File: config.mk
export PLATFORM = sky130hd
export DESIGN_NAME = instr_mem_sync_flat
export DESIGN_NICKNAME = d
export VERILOG_FILES = /design/src/rtl/instr_mem_sync_if.sv /design/src/rtl/instr_mem_sync.sv /design/src/flat_wrapper.sv
export SDC_FILE = /design/constraint.sdc
export NUM_CORES = 2
export LEC_CHECK = 0
export ABC_CLOCK_PERIOD_IN_PS = 4530
export CAP_MARGIN = 25
export CORE_UTILIZATION = 60
export CTS_BUF_LIST = sky130_fd_sc_hd__clkbuf_8
export CTS_CLUSTER_DIAMETER = 150
export CTS_CLUSTER_SIZE = 30
export DETAILED_ROUTE_END_ITERATION = 6
export PLACE_DENSITY = 0.81
export REMOVE_ABC_BUFFERS = 1
export SETUP_SLACK_MARGIN = 0.5
export SYNTH_ARGS = -nofsm -noshare
export SYNTH_HDL_FRONTEND = slang
export SYNTH_SLANG_ARGS = --single-unit
File: constraint.sdc
create_clock -name clk -period 4.53 [get_ports clk]
set_input_delay 0.453 -clock clk [delete_from_list [all_inputs] [get_ports clk]]
set_output_delay 0.453 -clock clk [all_outputs]
set_load 0.02 [all_outputs]
File: src/rtl/instr_mem_sync_if.sv
// Fetch / load / clear bus for instr_mem_sync.
// Optional IMEM_PARITY_EN adds the parity_err response signal.
interface instr_mem_sync_if #(
  parameter int ADDR_W = 32
);
  logic              fetch_req;
  logic [ADDR_W-1:0] fetch_addr;
  logic              fetch_ready;
  logic              inst_hold;
  logic [31:0]       inst;
  logic              inst_valid;
  logic              inst_err;
`ifdef IMEM_PARITY_EN
  logic              parity_err;
`endif
  logic              load_en;
  logic [ADDR_W-1:0] load_addr;
  logic [31:0]       load_data;
  logic              clr_start;
  logic              clr_busy;

  modport master (
    output fetch_req, fetch_addr, inst_hold, load_en, load_addr, load_data, clr_start,
`ifdef IMEM_PARITY_EN
    input  parity_err,
`endif
    input  fetch_ready, inst, inst_valid, inst_err, clr_busy
  );

  modport slave (
    input  fetch_req, fetch_addr, inst_hold, load_en, load_addr, load_data, clr_start,
`ifdef IMEM_PARITY_EN
    output parity_err,
`endif
    output fetch_ready, inst, inst_valid, inst_err, clr_busy
  );
endinterface

File: src/rtl/instr_mem_sync.sv
// Synchronous big-endian instruction memory: one-cycle registered fetch,
// word load port, sequential clear engine, misaligned/out-of-range detection.
// Optional feature macro: IMEM_PARITY_EN (per-byte even parity + parity_err).
module instr_mem_sync #(
  parameter int DEPTH_BYTES = 256,
  parameter int ADDR_W      = 32,
  parameter int IDX_W       = 6
) (
  input logic              clk,
  input logic              rst_n,
  instr_mem_sync_if.slave  bus
);
  localparam int WORDS = DEPTH_BYTES / 4;
  localparam logic [IDX_W-1:0] LAST_IDX = IDX_W'(WORDS - 1);

  typedef enum logic {IDLE, CLEAR} state_t;

  state_t            state_q, state_d;
  logic [IDX_W-1:0]  cnt_q, cnt_d;

  // Storage; byte at addr+0 lives in [31:24]. Not reset.
  logic [31:0]       mem [WORDS];
`ifdef IMEM_PARITY_EN
  logic [3:0]        par [WORDS];
  logic [3:0]        wr_par;
  logic [3:0]        rd_par_bad;
`endif

  logic              wr_en;
  logic [IDX_W-1:0]  wr_idx;
  logic [31:0]       wr_data;
  logic              load_in_range;
  logic              fetch_ok;
  logic              accept;
  logic [IDX_W-1:0]  rd_idx;

  assign load_in_range   = bus.load_addr < ADDR_W'(DEPTH_BYTES);
  assign fetch_ok        = (bus.fetch_addr[1:0] == 2'b00) &&
                           (bus.fetch_addr < ADDR_W'(DEPTH_BYTES));
  assign bus.fetch_ready = (state_q == IDLE) & ~bus.load_en & ~bus.inst_hold;
  assign accept          = bus.fetch_req & bus.fetch_ready;
  assign bus.clr_busy    = (state_q == CLEAR);
  assign rd_idx          = bus.fetch_addr[IDX_W+1:2];

  // State and clear-counter registers
  always_ff @(posedge clk or negedge rst_n) begin
    if (!rst_n) begin
      state_q <= IDLE;
      cnt_q   <= '0;
    end else begin
      state_q <= state_d;
      cnt_q   <= cnt_d;
    end
  end

  // Next state, clear counter and the single memory write port
  always_comb begin
    state_d = state_q;
    cnt_d   = cnt_q;
    wr_en   = 1'b0;
    wr_idx  = bus.load_addr[IDX_W+1:2];
    wr_data = bus.load_data;
    case (state_q)
      IDLE: begin
        // Out-of-range loads are dropped rather than aliased.
        wr_en = bus.load_en & load_in_range;
        if (bus.clr_start) begin
          state_d = CLEAR;
          cnt_d   = '0;
        end
      end
      CLEAR: begin
        // clr_start and load_en are ignored while clearing.
        wr_en   = 1'b1;
        wr_idx  = cnt_q;
        wr_data = '0;
        cnt_d   = cnt_q + 1'b1;
        if (cnt_q == LAST_IDX) state_d = IDLE;
      end
      default: state_d = IDLE;
    endcase
  end

`ifdef IMEM_PARITY_EN
  // Even parity per byte; clear writes zero data so zero parity matches.
  always_comb begin
    wr_par = '0;
    if (state_q == IDLE)
      for (int i = 0; i < 4; i++) wr_par[i] = ^bus.load_data[8*i +: 8];
  end

  // Recompute parity of the read word and compare with stored bits
  always_comb begin
    rd_par_bad = '0;
    for (int i = 0; i < 4; i++)
      rd_par_bad[i] = (^mem[rd_idx][8*i +: 8]) ^ par[rd_idx][i];
  end
`endif

  // Memory write; reads in the same edge see the old contents
  always_ff @(posedge clk) begin
    if (wr_en) begin
      mem[wr_idx] <= wr_data;
`ifdef IMEM_PARITY_EN
      par[wr_idx] <= wr_par;
`endif
    end
  end

  // Fetch response registers, frozen under inst_hold
  always_ff @(posedge clk or negedge rst_n) begin
    if (!rst_n) begin
      bus.inst       <= '0;
      bus.inst_valid <= 1'b0;
      bus.inst_err   <= 1'b0;
`ifdef IMEM_PARITY_EN
      bus.parity_err <= 1'b0;
`endif
    end else if (!bus.inst_hold) begin
      if (accept) begin
        bus.inst_valid <= 1'b1;
        bus.inst_err   <= ~fetch_ok;
        bus.inst       <= fetch_ok ? mem[rd_idx] : 32'h0000_0000;
`ifdef IMEM_PARITY_EN
        bus.parity_err <= fetch_ok & (|rd_par_bad);
`endif
      end else begin
        // inst keeps its last value; only the qualifiers drop.
        bus.inst_valid <= 1'b0;
        bus.inst_err   <= 1'b0;
`ifdef IMEM_PARITY_EN
        bus.parity_err <= 1'b0;
`endif
      end
    end
  end
endmodule

File: src/flat_wrapper.sv
// flat-port wrapper written by rule: the top's interface ports become plain ports
module instr_mem_sync_flat 
#(
  parameter int DEPTH_BYTES = 256,
  parameter int ADDR_W      = 32,
  parameter int IDX_W       = 6
)
  (clk, rst_n, bus_fetch_req, bus_fetch_addr, bus_inst_hold, bus_load_en, bus_load_addr, bus_load_data, bus_clr_start, bus_fetch_ready, bus_inst, bus_inst_valid, bus_inst_err, bus_clr_busy);
  instr_mem_sync_if #(.ADDR_W(ADDR_W)) bus_i ();
  input logic clk;
  input logic rst_n;
  input wire logic [$bits(bus_i.fetch_req)-1:0] bus_fetch_req;
  input wire logic [$bits(bus_i.fetch_addr)-1:0] bus_fetch_addr;
  input wire logic [$bits(bus_i.inst_hold)-1:0] bus_inst_hold;
  input wire logic [$bits(bus_i.load_en)-1:0] bus_load_en;
  input wire logic [$bits(bus_i.load_addr)-1:0] bus_load_addr;
  input wire logic [$bits(bus_i.load_data)-1:0] bus_load_data;
  input wire logic [$bits(bus_i.clr_start)-1:0] bus_clr_start;
  output wire logic [$bits(bus_i.fetch_ready)-1:0] bus_fetch_ready;
  output wire logic [$bits(bus_i.inst)-1:0] bus_inst;
  output wire logic [$bits(bus_i.inst_valid)-1:0] bus_inst_valid;
  output wire logic [$bits(bus_i.inst_err)-1:0] bus_inst_err;
  output wire logic [$bits(bus_i.clr_busy)-1:0] bus_clr_busy;
  assign bus_i.fetch_req = bus_fetch_req;
  assign bus_i.fetch_addr = bus_fetch_addr;
  assign bus_i.inst_hold = bus_inst_hold;
  assign bus_i.load_en = bus_load_en;
  assign bus_i.load_addr = bus_load_addr;
  assign bus_i.load_data = bus_load_data;
  assign bus_i.clr_start = bus_clr_start;
  assign bus_fetch_ready = bus_i.fetch_ready;
  assign bus_inst = bus_i.inst;
  assign bus_inst_valid = bus_i.inst_valid;
  assign bus_inst_err = bus_i.inst_err;
  assign bus_clr_busy = bus_i.clr_busy;
  instr_mem_sync #(.DEPTH_BYTES(DEPTH_BYTES), .ADDR_W(ADDR_W), .IDX_W(IDX_W)) u_core (.clk(clk), .rst_n(rst_n), .bus(bus_i));
endmodule
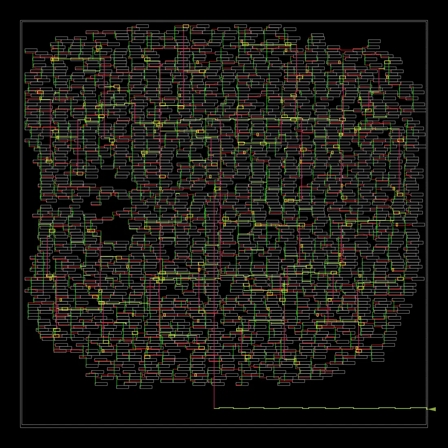
Figure 1: clock nets.
clock sink count: 2089
worst clock skew: 41.7 ps
flop count: 2089
CTS Buf Count: 79

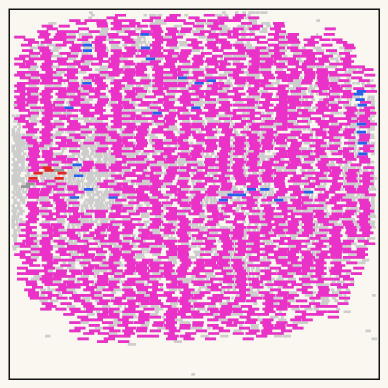
Figure 2: sequential cells grouped by signal name.
Drawn at 1 px/um.
[`u_core.mem`] magenta | placed flops: 2048 | where: widely spread
[`u_core.cnt_q`] red | placed flops: 6 | where: middle left
[`u_core.bus.inst`] blue | placed flops: 32

==> area by class of cell <==
type | count | area (um2)
clock buffer | 83 | 1140
tap | 1768 | 2210
multi-input combinational | 1360 | 17600
clock inverter | 65 | 268
antenna | 3 | 7.51
timing repair buffer | 348 | 3580
inverter | 23 | 87.6
fill | 8135 | 45800
sequential | 2089 | 62500
==> power by group through the flow <==
| stage | Clock, W | Combinational, W | Sequential [W] |
|---|---|---|---|
| 2_1_floorplan | 0 | 0.00191 | 0.0231 |
| 3_3_place_gp | 0 | 0.00390 | 0.0231 |
| 3_5_place_dp | 0 | 0.00402 | 0.0232 |
| 4_1_cts | 0.00702 | 0.00403 | 0.0228 |
| 5_1_grt | 0.00757 | 0.00421 | 0.0229 |
| 6_report | 0.00698 | 0.00405 | 0.0228 |
==> impl_metrics.tcl <==
# yosys + openroad results
set metrics [dict create \
    run_status "finished clean" \
    area_delta_synth_final_pct 8.60 \
    wl_mm 189 \
    hold_viol 0 \
    ios 138 \
    dp_slack_ps 235 \
    fp_util_pct 60.4 \
    drtIter0Drc 6508 \
    top_logic_kind "multiplexers" \
    port_buffers 135 \
    die_y_um 368 \
    num_rows 134 \
    worstSetupStartpoint "u_core.bus.clr_busy$_DFF_PN0_" \
    cts_tree "done" \
    top_usage_layer "met2" \
    fin_cells 5739 \
    clk_latency_ps 860 \
    routabilityCongestion 0.818 \
    warnings 28 \
    hold_buffers 1 \
    synth_compound_gate_area_share_pct 2.44 \
    top_layer_used "met4" \
    power.share.sequential_pct 67.4 \
    clk_pin_slew_ps 170 \
    pwr-share-comb_pct 12.0 \
    critical_path.max_stage_delay_ps 830 \
    grt_usage_pct 28.0 \
    timing.hold.ws_ps 165 \
    via_count 39700 \
    finalPower_w 0.0338 \
    crit_family "simple AND/OR/NAND/NOR gates" \
    ant_nets 0 \
    drcViolationCount 0 \
    cts_resized 0 \
    met3_usage_pct 4.93 \
    setup_viol 0 \
    lay_top_count "edfxtp_1" \
    chipArea_um2 136000 \
]
Power figures rest on the tool's default switching activity, not on a simulated workload.
